--- config.mk ---
export PLATFORM = sky130hd
export DESIGN_NAME = mips_cpu_fetch_unit_flat
export DESIGN_NICKNAME = d
export VERILOG_FILES = /design/src/rtl/mips_cpu_fetch_unit_if.sv /design/src/rtl/mips_cpu_fetch_unit.sv /design/src/flat_wrapper.sv
export SDC_FILE = /design/constraint.sdc
export NUM_CORES = 1
export LEC_CHECK = 0
export CAP_MARGIN = 20
export CORE_UTILIZATION = 39
export DETAILED_ROUTE_END_ITERATION = 7
export PLACE_DENSITY = 0.74
export RECOVER_POWER = 25
export SKIP_LAST_GASP = 1
export SYNTH_ARGS = -nofsm -noshare
export SYNTH_HDL_FRONTEND = slang
export SYNTH_SLANG_ARGS = --single-unit
--- constraint.sdc ---
create_clock -name clk -period 2.73 [get_ports clk]
set_input_delay 0.546 -clock clk [delete_from_list [all_inputs] [get_ports clk]]
set_output_delay 0.546 -clock clk [all_outputs]
set_load 0.05 [all_outputs]
--- src/rtl/mips_cpu_fetch_unit_if.sv ---
// Fetch-unit bus: instruction port, decode-stage latch outputs and decode
// back-pressure/redirect inputs.
interface mips_cpu_fetch_unit_if;
  logic        stall;
  logic        redirect_valid;
  logic [31:0] redirect_target;
  logic [31:0] instr_address;
  logic [31:0] instr_readdata;
  logic [31:0] fd_instr;
  logic [31:0] fd_pc;
  logic        fd_valid;

  modport master (
    input  stall, redirect_valid, redirect_target, instr_readdata,
    output instr_address, fd_instr, fd_pc, fd_valid
  );

  modport slave (
    output stall, redirect_valid, redirect_target, instr_readdata,
    input  instr_address, fd_instr, fd_pc, fd_valid
  );
endinterface

--- src/rtl/mips_cpu_fetch_unit.sv ---
// Instruction-fetch front end: PC, fetch/decode latch, delay-slot redirects, halt.
// Optional FETCH_INSTR_COUNT_EN adds a saturating instr_count output.
module mips_cpu_fetch_unit #(
  parameter logic [31:0] RESET_VECTOR = 32'hBFC00000,
  parameter logic [31:0] HALT_ADDR    = 32'h00000000
) (
  input  logic                     clk,
  input  logic                     reset,
  input  logic                     clk_enable,
  mips_cpu_fetch_unit_if.master    bus,
  output logic                     active,
  output logic                     addr_error
`ifdef FETCH_INSTR_COUNT_EN
  ,
  output logic [31:0]              instr_count
`endif
);

  typedef enum logic [1:0] {
    RUN     = 2'd0,
    PENDING = 2'd1,
    HALTED  = 2'd2
  } state_t;

  state_t      state, state_next;
  logic [31:0] pc, pc_next;
  logic [31:0] pending_target, pending_target_next;
  logic [31:0] fd_instr_next, fd_pc_next;
  logic        fd_valid_next, active_next, addr_error_next;
  logic        load_fd;
  logic [31:0] target;
  logic        target_valid;

  assign bus.instr_address = pc;

  always_comb begin
    state_next          = state;
    pc_next             = pc;
    pending_target_next = pending_target;
    fd_instr_next       = bus.fd_instr;
    fd_pc_next          = bus.fd_pc;
    fd_valid_next       = bus.fd_valid;
    active_next         = active;
    addr_error_next     = addr_error;
    load_fd             = 1'b0;
    target              = pc + 32'd4;
    target_valid        = 1'b0;

    // RUN takes a live redirect; PENDING replays the captured one on release.
    if (state == RUN && bus.redirect_valid) begin
      target       = bus.redirect_target;
      target_valid = 1'b1;
    end else if (state == PENDING) begin
      target       = pending_target;
      target_valid = 1'b1;
    end

    case (state)
      RUN, PENDING: begin
        if (bus.stall) begin
          if (state == RUN && bus.redirect_valid) begin
            pending_target_next = bus.redirect_target;
            state_next          = PENDING;
          end
        end else if (pc == HALT_ADDR) begin
          state_next    = HALTED;
          fd_valid_next = 1'b0;
          active_next   = 1'b0;
        end else begin
          load_fd       = 1'b1;
          fd_instr_next = bus.instr_readdata;
          fd_pc_next    = pc;
          fd_valid_next = 1'b1;
          if (target_valid && target[1:0] != 2'b00) begin
            addr_error_next = 1'b1;
            active_next     = 1'b0;
            pc_next         = HALT_ADDR;
            state_next      = HALTED;
          end else begin
            pc_next    = target;
            state_next = RUN;
          end
        end
      end
      default: begin
      end
    endcase
  end

  always_ff @(posedge clk) begin
    if (reset) begin
      state          <= RUN;
      pc             <= RESET_VECTOR;
      pending_target <= '0;
      bus.fd_instr   <= '0;
      bus.fd_pc      <= '0;
      bus.fd_valid   <= 1'b0;
      active         <= 1'b1;
      addr_error     <= 1'b0;
    end else if (clk_enable) begin
      state          <= state_next;
      pc             <= pc_next;
      pending_target <= pending_target_next;
      bus.fd_instr   <= fd_instr_next;
      bus.fd_pc      <= fd_pc_next;
      bus.fd_valid   <= fd_valid_next;
      active         <= active_next;
      addr_error     <= addr_error_next;
    end
  end

`ifdef FETCH_INSTR_COUNT_EN
  always_ff @(posedge clk) begin
    if (reset) begin
      instr_count <= '0;
    end else if (clk_enable && load_fd && instr_count != '1) begin
      instr_count <= instr_count + 32'd1;
    end
  end
`else
  logic unused_load_fd;
  assign unused_load_fd = load_fd;
`endif

endmodule
--- src/flat_wrapper.sv ---
// flat-port wrapper written by rule: the top's interface ports become plain ports
module mips_cpu_fetch_unit_flat 
#(
  parameter logic [31:0] RESET_VECTOR = 32'hBFC00000,
  parameter logic [31:0] HALT_ADDR    = 32'h00000000
)
  (clk, reset, clk_enable, active, addr_error, bus_stall, bus_redirect_valid, bus_redirect_target, bus_instr_readdata, bus_instr_address, bus_fd_instr, bus_fd_pc, bus_fd_valid);
  mips_cpu_fetch_unit_if bus_i ();
  input  logic clk;
  input  logic reset;
  input  logic clk_enable;
  output logic active;
  output logic addr_error;
  input wire logic [$bits(bus_i.stall)-1:0] bus_stall;
  input wire logic [$bits(bus_i.redirect_valid)-1:0] bus_redirect_valid;
  input wire logic [$bits(bus_i.redirect_target)-1:0] bus_redirect_target;
  input wire logic [$bits(bus_i.instr_readdata)-1:0] bus_instr_readdata;
  output wire logic [$bits(bus_i.instr_address)-1:0] bus_instr_address;
  output wire logic [$bits(bus_i.fd_instr)-1:0] bus_fd_instr;
  output wire logic [$bits(bus_i.fd_pc)-1:0] bus_fd_pc;
  output wire logic [$bits(bus_i.fd_valid)-1:0] bus_fd_valid;
  assign bus_i.stall = bus_stall;
  assign bus_i.redirect_valid = bus_redirect_valid;
  assign bus_i.redirect_target = bus_redirect_target;
  assign bus_i.instr_readdata = bus_instr_readdata;
  assign bus_instr_address = bus_i.instr_address;
  assign bus_fd_instr = bus_i.fd_instr;
  assign bus_fd_pc = bus_i.fd_pc;
  assign bus_fd_valid = bus_i.fd_valid;
  mips_cpu_fetch_unit #(.RESET_VECTOR(RESET_VECTOR), .HALT_ADDR(HALT_ADDR)) u_core (.clk(clk), .reset(reset), .clk_enable(clk_enable), .bus(bus_i), .active(active), .addr_error(addr_error));
endmodule
### Power grid, run 1

Drawn at 4 px/um. Pins as bars on the die edge.
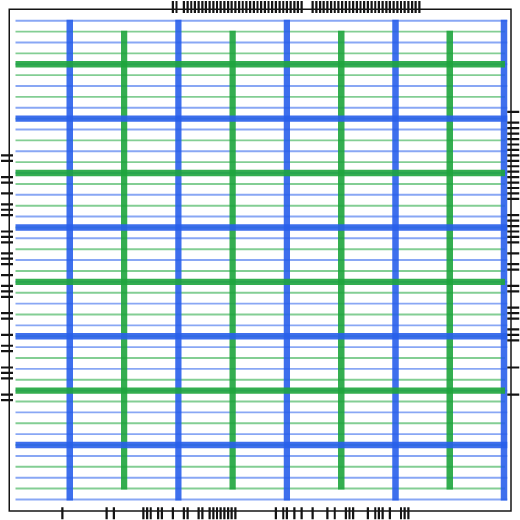
| color | net |
|---|---|
| green | VDD |
| blue | VSS |
signal pins: 168
met5 straps: 8
met1 rails: 45
met4 straps: 9
rows: 44

### Zoomed window, run 1

Window x 38 to 88, y 63 to 113 um. Cells in gray, sequential cells in the stronger gray; small squares are vias.
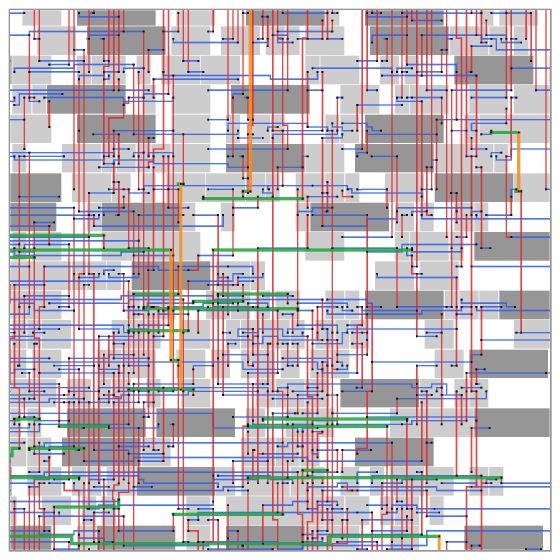
| color | layer |
|---|---|
| blue | metal 1 |
| green | metal 3 |
| orange | metal 4 |
| red | metal 2 |
most frequent: nand2_1 (47), dfxtp_1 (33), a21oi_1 (27)
cells with their middle in the window: 210
sequential cells in the window: 33
netlist names of flops here include: u_core.bus.instr_address (12), u_core.bus.fd_pc (11), u_core.bus.fd_instr (6)

### Sizing map, run 1

Drawn at 2 px/um.
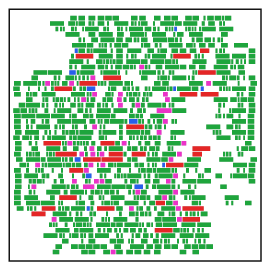
| color | size | cells |
|---|---|---|
| magenta | _3 and _4 cells | 46 |
| green | _0 and _1 cells | 870 |
| red | _6 and larger | 29 |
| blue | _2 cells | 12 |

==> report_table.html, run 1 <==
<h2>Synthesis and place &amp; route</h2>
<table>
<tr><th>Metric</th><th>Value</th></tr>
<tr><th colspan="2">Layout</th></tr>
<tr><td>Multi-input gates</td><td>569</td></tr>
<tr><td>Commonest cells after routing, fill and taps aside</td><td>sky130_fd_sc_hd__nand2_1 (231), sky130_fd_sc_hd__clkdlybuf4s50_1 (142), sky130_fd_sc_hd__a21oi_1 (133), sky130_fd_sc_hd__dfxtp_1 (133), sky130_fd_sc_hd__buf_4 (43)</td></tr>
<tr><td>Final non-clock buffer share</td><td>24.6%</td></tr>
<tr><td>Layout filler cell count</td><td>1377</td></tr>
<tr><td>Fraction of area in multi-input gates</td><td>34.2%</td></tr>
<tr><td>Antenna cells</td><td>0</td></tr>
<tr><td>Top cell class by occupied area</td><td>logic gates</td></tr>
<tr><th colspan="2">STA</th></tr>
<tr><td>Tightest Pin Transition</td><td>617 ps</td></tr>
<tr><td>RSZ-0062 raised after global routing</td><td>false</td></tr>
<tr><td>Post-layout minimum cycle time</td><td>2420 ps</td></tr>
<tr><td>Highest Clock Rate</td><td>414 MHz</td></tr>
<tr><td>Final setup margin</td><td>313 ps</td></tr>
<tr><th colspan="2">Place</th></tr>
<tr><td>Placed Cells</td><td>1107</td></tr>
<tr><td>Count of port buffers added during placement</td><td>167</td></tr>
<tr><td>Placement-stage worst setup slack</td><td>124 ps</td></tr>
<tr><th colspan="2">Logic synthesis</th></tr>
<tr><td>Cell Area, Synth</td><td>5910 um2</td></tr>
<tr><td>Synth top cells by count</td><td>sky130_fd_sc_hd__nand2_1 (231), sky130_fd_sc_hd__a21oi_1 (133), sky130_fd_sc_hd__dfxtp_1 (133), sky130_fd_sc_hd__clkbuf_1 (46), sky130_fd_sc_hd__nor2_1 (22)</td></tr>
<tr><td>Simple-gate portion of the synthesized area</td><td>25.1%</td></tr>
<tr><td>Floorplan Nets</td><td>850</td></tr>
<tr><td>Avg Synthesized Cell Area</td><td>7.58 um2</td></tr>
<tr><td>Library cells used by synthesis</td><td>53</td></tr>
<tr><th colspan="2">Pwr</th></tr>
<tr><td>NetSw</td><td>1.51 mW</td></tr>
<tr><td>Internal power summed over all cells</td><td>3.90 mW</td></tr>
<tr><td>Leak</td><td>3.04 nW</td></tr>
<tr><td>Combinational fraction of design power</td><td>18.5%</td></tr>
<tr><td>Pwr per Cell Area</td><td>633 nW/um2</td></tr>
<tr><th colspan="2">Status</th></tr>
<tr><td>Result of the run</td><td>finished with violations</td></tr>
<tr><td>Failing checks</td><td>design-rule violations</td></tr>
<tr><th colspan="2">Floorplanning</th></tr>
<tr><td>Area of the chip</td><td>15600 um2</td></tr>
<tr><td># IOs</td><td>168</td></tr>
<tr><td>Starting utilization of the core area</td><td>40.3%</td></tr>
<tr><th colspan="2">Min path</th></tr>
<tr><td>Startpoint of the lowest-slack hold path</td><td>u_core.bus.fd_instr[8]</td></tr>
<tr><th colspan="2">GRT</th></tr>
<tr><td>Combined global-route utilization of all metal layers</td><td>24.2%</td></tr>
<tr><td>Largest net degree at the start of global routing</td><td>55</td></tr>
<tr><td>Antenna violations before repair</td><td>0</td></tr>
<tr><th colspan="2">Critical path</th></tr>
<tr><td>Register-to-register setup slack</td><td>360 ps</td></tr>
<tr><td>Setup crit start kind</td><td>flip-flop</td></tr>
<tr><td>Arrival time worst endpoint</td><td>1870 ps</td></tr>
<tr><td>Number of cells traversed by the worst register-to-register path</td><td>6</td></tr>
<tr><td>Family with the most delay on the worst path</td><td>buffers and inverters</td></tr>
<tr><td>Largest stage delay, worst path</td><td>800 ps</td></tr>
<tr><th colspan="2">Drt</th></tr>
<tr><td>Routed length on met2</td><td>8830 um</td></tr>
<tr><td>Iter 0 DRT Violations</td><td>595</td></tr>
<tr><td>DRC viols</td><td>14</td></tr>
<tr><th colspan="2">Clock tree</th></tr>
<tr><td>Number of buffers inserted by hold repair at cts</td><td>0</td></tr>
</table>
==> run 2, diff against run 1 <==
--- a/config.mk
+++ b/config.mk
@@ -8,8 +8,10 @@
 export CAP_MARGIN = 20
 export CORE_UTILIZATION = 39
 export DETAILED_ROUTE_END_ITERATION = 7
+export MAX_ROUTING_LAYER = met4
 export PLACE_DENSITY = 0.74
 export RECOVER_POWER = 25
+export REMOVE_ABC_BUFFERS = 1
 export SKIP_LAST_GASP = 1
 export SYNTH_ARGS = -nofsm -noshare
 export SYNTH_HDL_FRONTEND = slang
### Power grid, run 2

Drawn at 4 px/um. Pins as bars on the die edge.
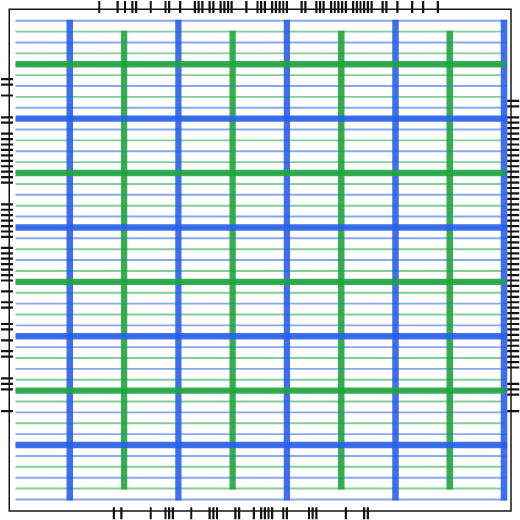
| color | net |
|---|---|
| blue | VSS |
| green | VDD |
met4 straps: 9
met5 straps: 8
rows: 44

==> report_table.html, run 2 <==
<h2>Synthesis and place &amp; route</h2>
<table>
<tr><th>Metric</th><th>Value</th></tr>
<tr><th colspan="2">Status</th></tr>
<tr><td>Result of the run</td><td>finished with violations</td></tr>
<tr><td>Failing checks</td><td>design-rule violations</td></tr>
<tr><th colspan="2">Layout</th></tr>
<tr><td>Fraction of area in multi-input gates</td><td>34.8% (+0.65 points)</td></tr>
<tr><td>Nonclk inv count</td><td>7</td></tr>
<tr><td>Multi-input gates</td><td>569 (unchanged)</td></tr>
<tr><td>Final core utilization</td><td>57.3%</td></tr>
<tr><td>Layout filler cell count</td><td>1365 (-0.87%)</td></tr>
<tr><td>Ratio of cells with drive above 1 in the final layout</td><td>7.69%</td></tr>
<tr><th colspan="2">Critical path</th></tr>
<tr><td>Family with the most delay on the worst path</td><td>buffers and inverters</td></tr>
<tr><td>Largest stage delay, worst path</td><td>920 ps (+120 ps)</td></tr>
<tr><td>Register-to-register setup slack</td><td>390 ps (+30 ps)</td></tr>
<tr><th colspan="2">Drt</th></tr>
<tr><td>DRC viols</td><td>30 (+16)</td></tr>
<tr><td>Routed length on met2</td><td>8250 um (-6.6%)</td></tr>
<tr><td>Iter 0 DRT Violations</td><td>445 (-25%)</td></tr>
<tr><td>Routed wirelength normalized by instance count</td><td>15.6 um</td></tr>
<tr><th colspan="2">Place</th></tr>
<tr><td>Placed Cells</td><td>1102 (-0.45%)</td></tr>
<tr><td>Placement-stage worst setup slack</td><td>225 ps (+101 ps)</td></tr>
<tr><td>Final estimated routing congestion in global placement</td><td>0.816</td></tr>
<tr><td>Count of port buffers added during placement</td><td>167 (unchanged)</td></tr>
<tr><th colspan="2">STA</th></tr>
<tr><td>Setup total negative slack</td><td>0 ps</td></tr>
<tr><td>RSZ-0062 raised after global routing</td><td>false</td></tr>
<tr><td>Post-layout minimum cycle time</td><td>2470 ps (+54.8 ps)</td></tr>
<tr><td>Tightest Pin Transition</td><td>1040 ps (+424 ps)</td></tr>
<tr><td>Final setup margin</td><td>258 ps (-54.8 ps)</td></tr>
<tr><td>Highest Clock Rate</td><td>405 MHz (-2.2%)</td></tr>
<tr><th colspan="2">Pwr</th></tr>
<tr><td>NetSw</td><td>1.48 mW (-2.3%)</td></tr>
<tr><td>Internal power summed over all cells</td><td>3.66 mW (-6.1%)</td></tr>
<tr><td>Leak</td><td>2.94 nW (-3.2%)</td></tr>
<tr><td>Combinational fraction of design power</td><td>18.7% (+0.2 points)</td></tr>
<tr><td>Pwr per Cell Area</td><td>613 nW/um2 (-3.2%)</td></tr>
<tr><th colspan="2">Logic synthesis</th></tr>
<tr><td>Simple-gate portion of the synthesized area</td><td>25.1% (unchanged)</td></tr>
<tr><td>Avg Synthesized Cell Area</td><td>7.58 um2 (unchanged)</td></tr>
<tr><td>Synth top cells by count</td><td>sky130_fd_sc_hd__nand2_1 (231), sky130_fd_sc_hd__a21oi_1 (133), sky130_fd_sc_hd__dfxtp_1 (133), sky130_fd_sc_hd__clkbuf_1 (46), sky130_fd_sc_hd__nor2_1 (22)</td></tr>
<tr><th colspan="2">GRT</th></tr>
<tr><td>Antenna violations before repair</td><td>0 (unchanged)</td></tr>
<tr><td>Combined global-route utilization of all metal layers</td><td>23.7% (-0.56 points)</td></tr>
<tr><th colspan="2">Clock tree</th></tr>
<tr><td>Number of buffers inserted by hold repair at cts</td><td>0 (unchanged)</td></tr>
<tr><th colspan="2">Floorplanning</th></tr>
<tr><td>Starting utilization of the core area</td><td>40.3% (unchanged)</td></tr>
<tr><td># IOs</td><td>168 (unchanged)</td></tr>
<tr><td>Area of the chip</td><td>15600 um2 (unchanged)</td></tr>
</table>
### Zoomed window, run 2

Window x 38 to 88, y 63 to 113 um. Cells in gray, sequential cells in the stronger gray; small squares are vias.
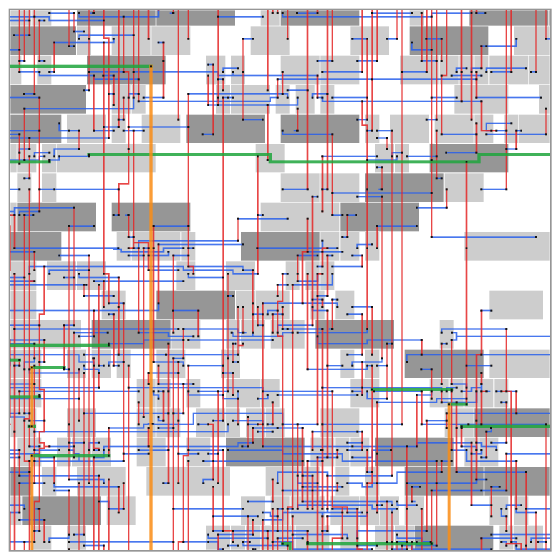
| color | layer |
|---|---|
| red | metal 2 |
| blue | metal 1 |
| green | metal 3 |
| orange | metal 4 |
most frequent: nand2_1 (38), dfxtp_1 (29), a21oi_1 (25)
cells with their middle in the window: 178
netlist names of flops here include: u_core.bus.instr_address (9), u_core.bus.fd_instr (7), u_core.bus.fd_pc (7)
sequential cells in the window: 29

Power is estimated from default activity; no workload was simulated.
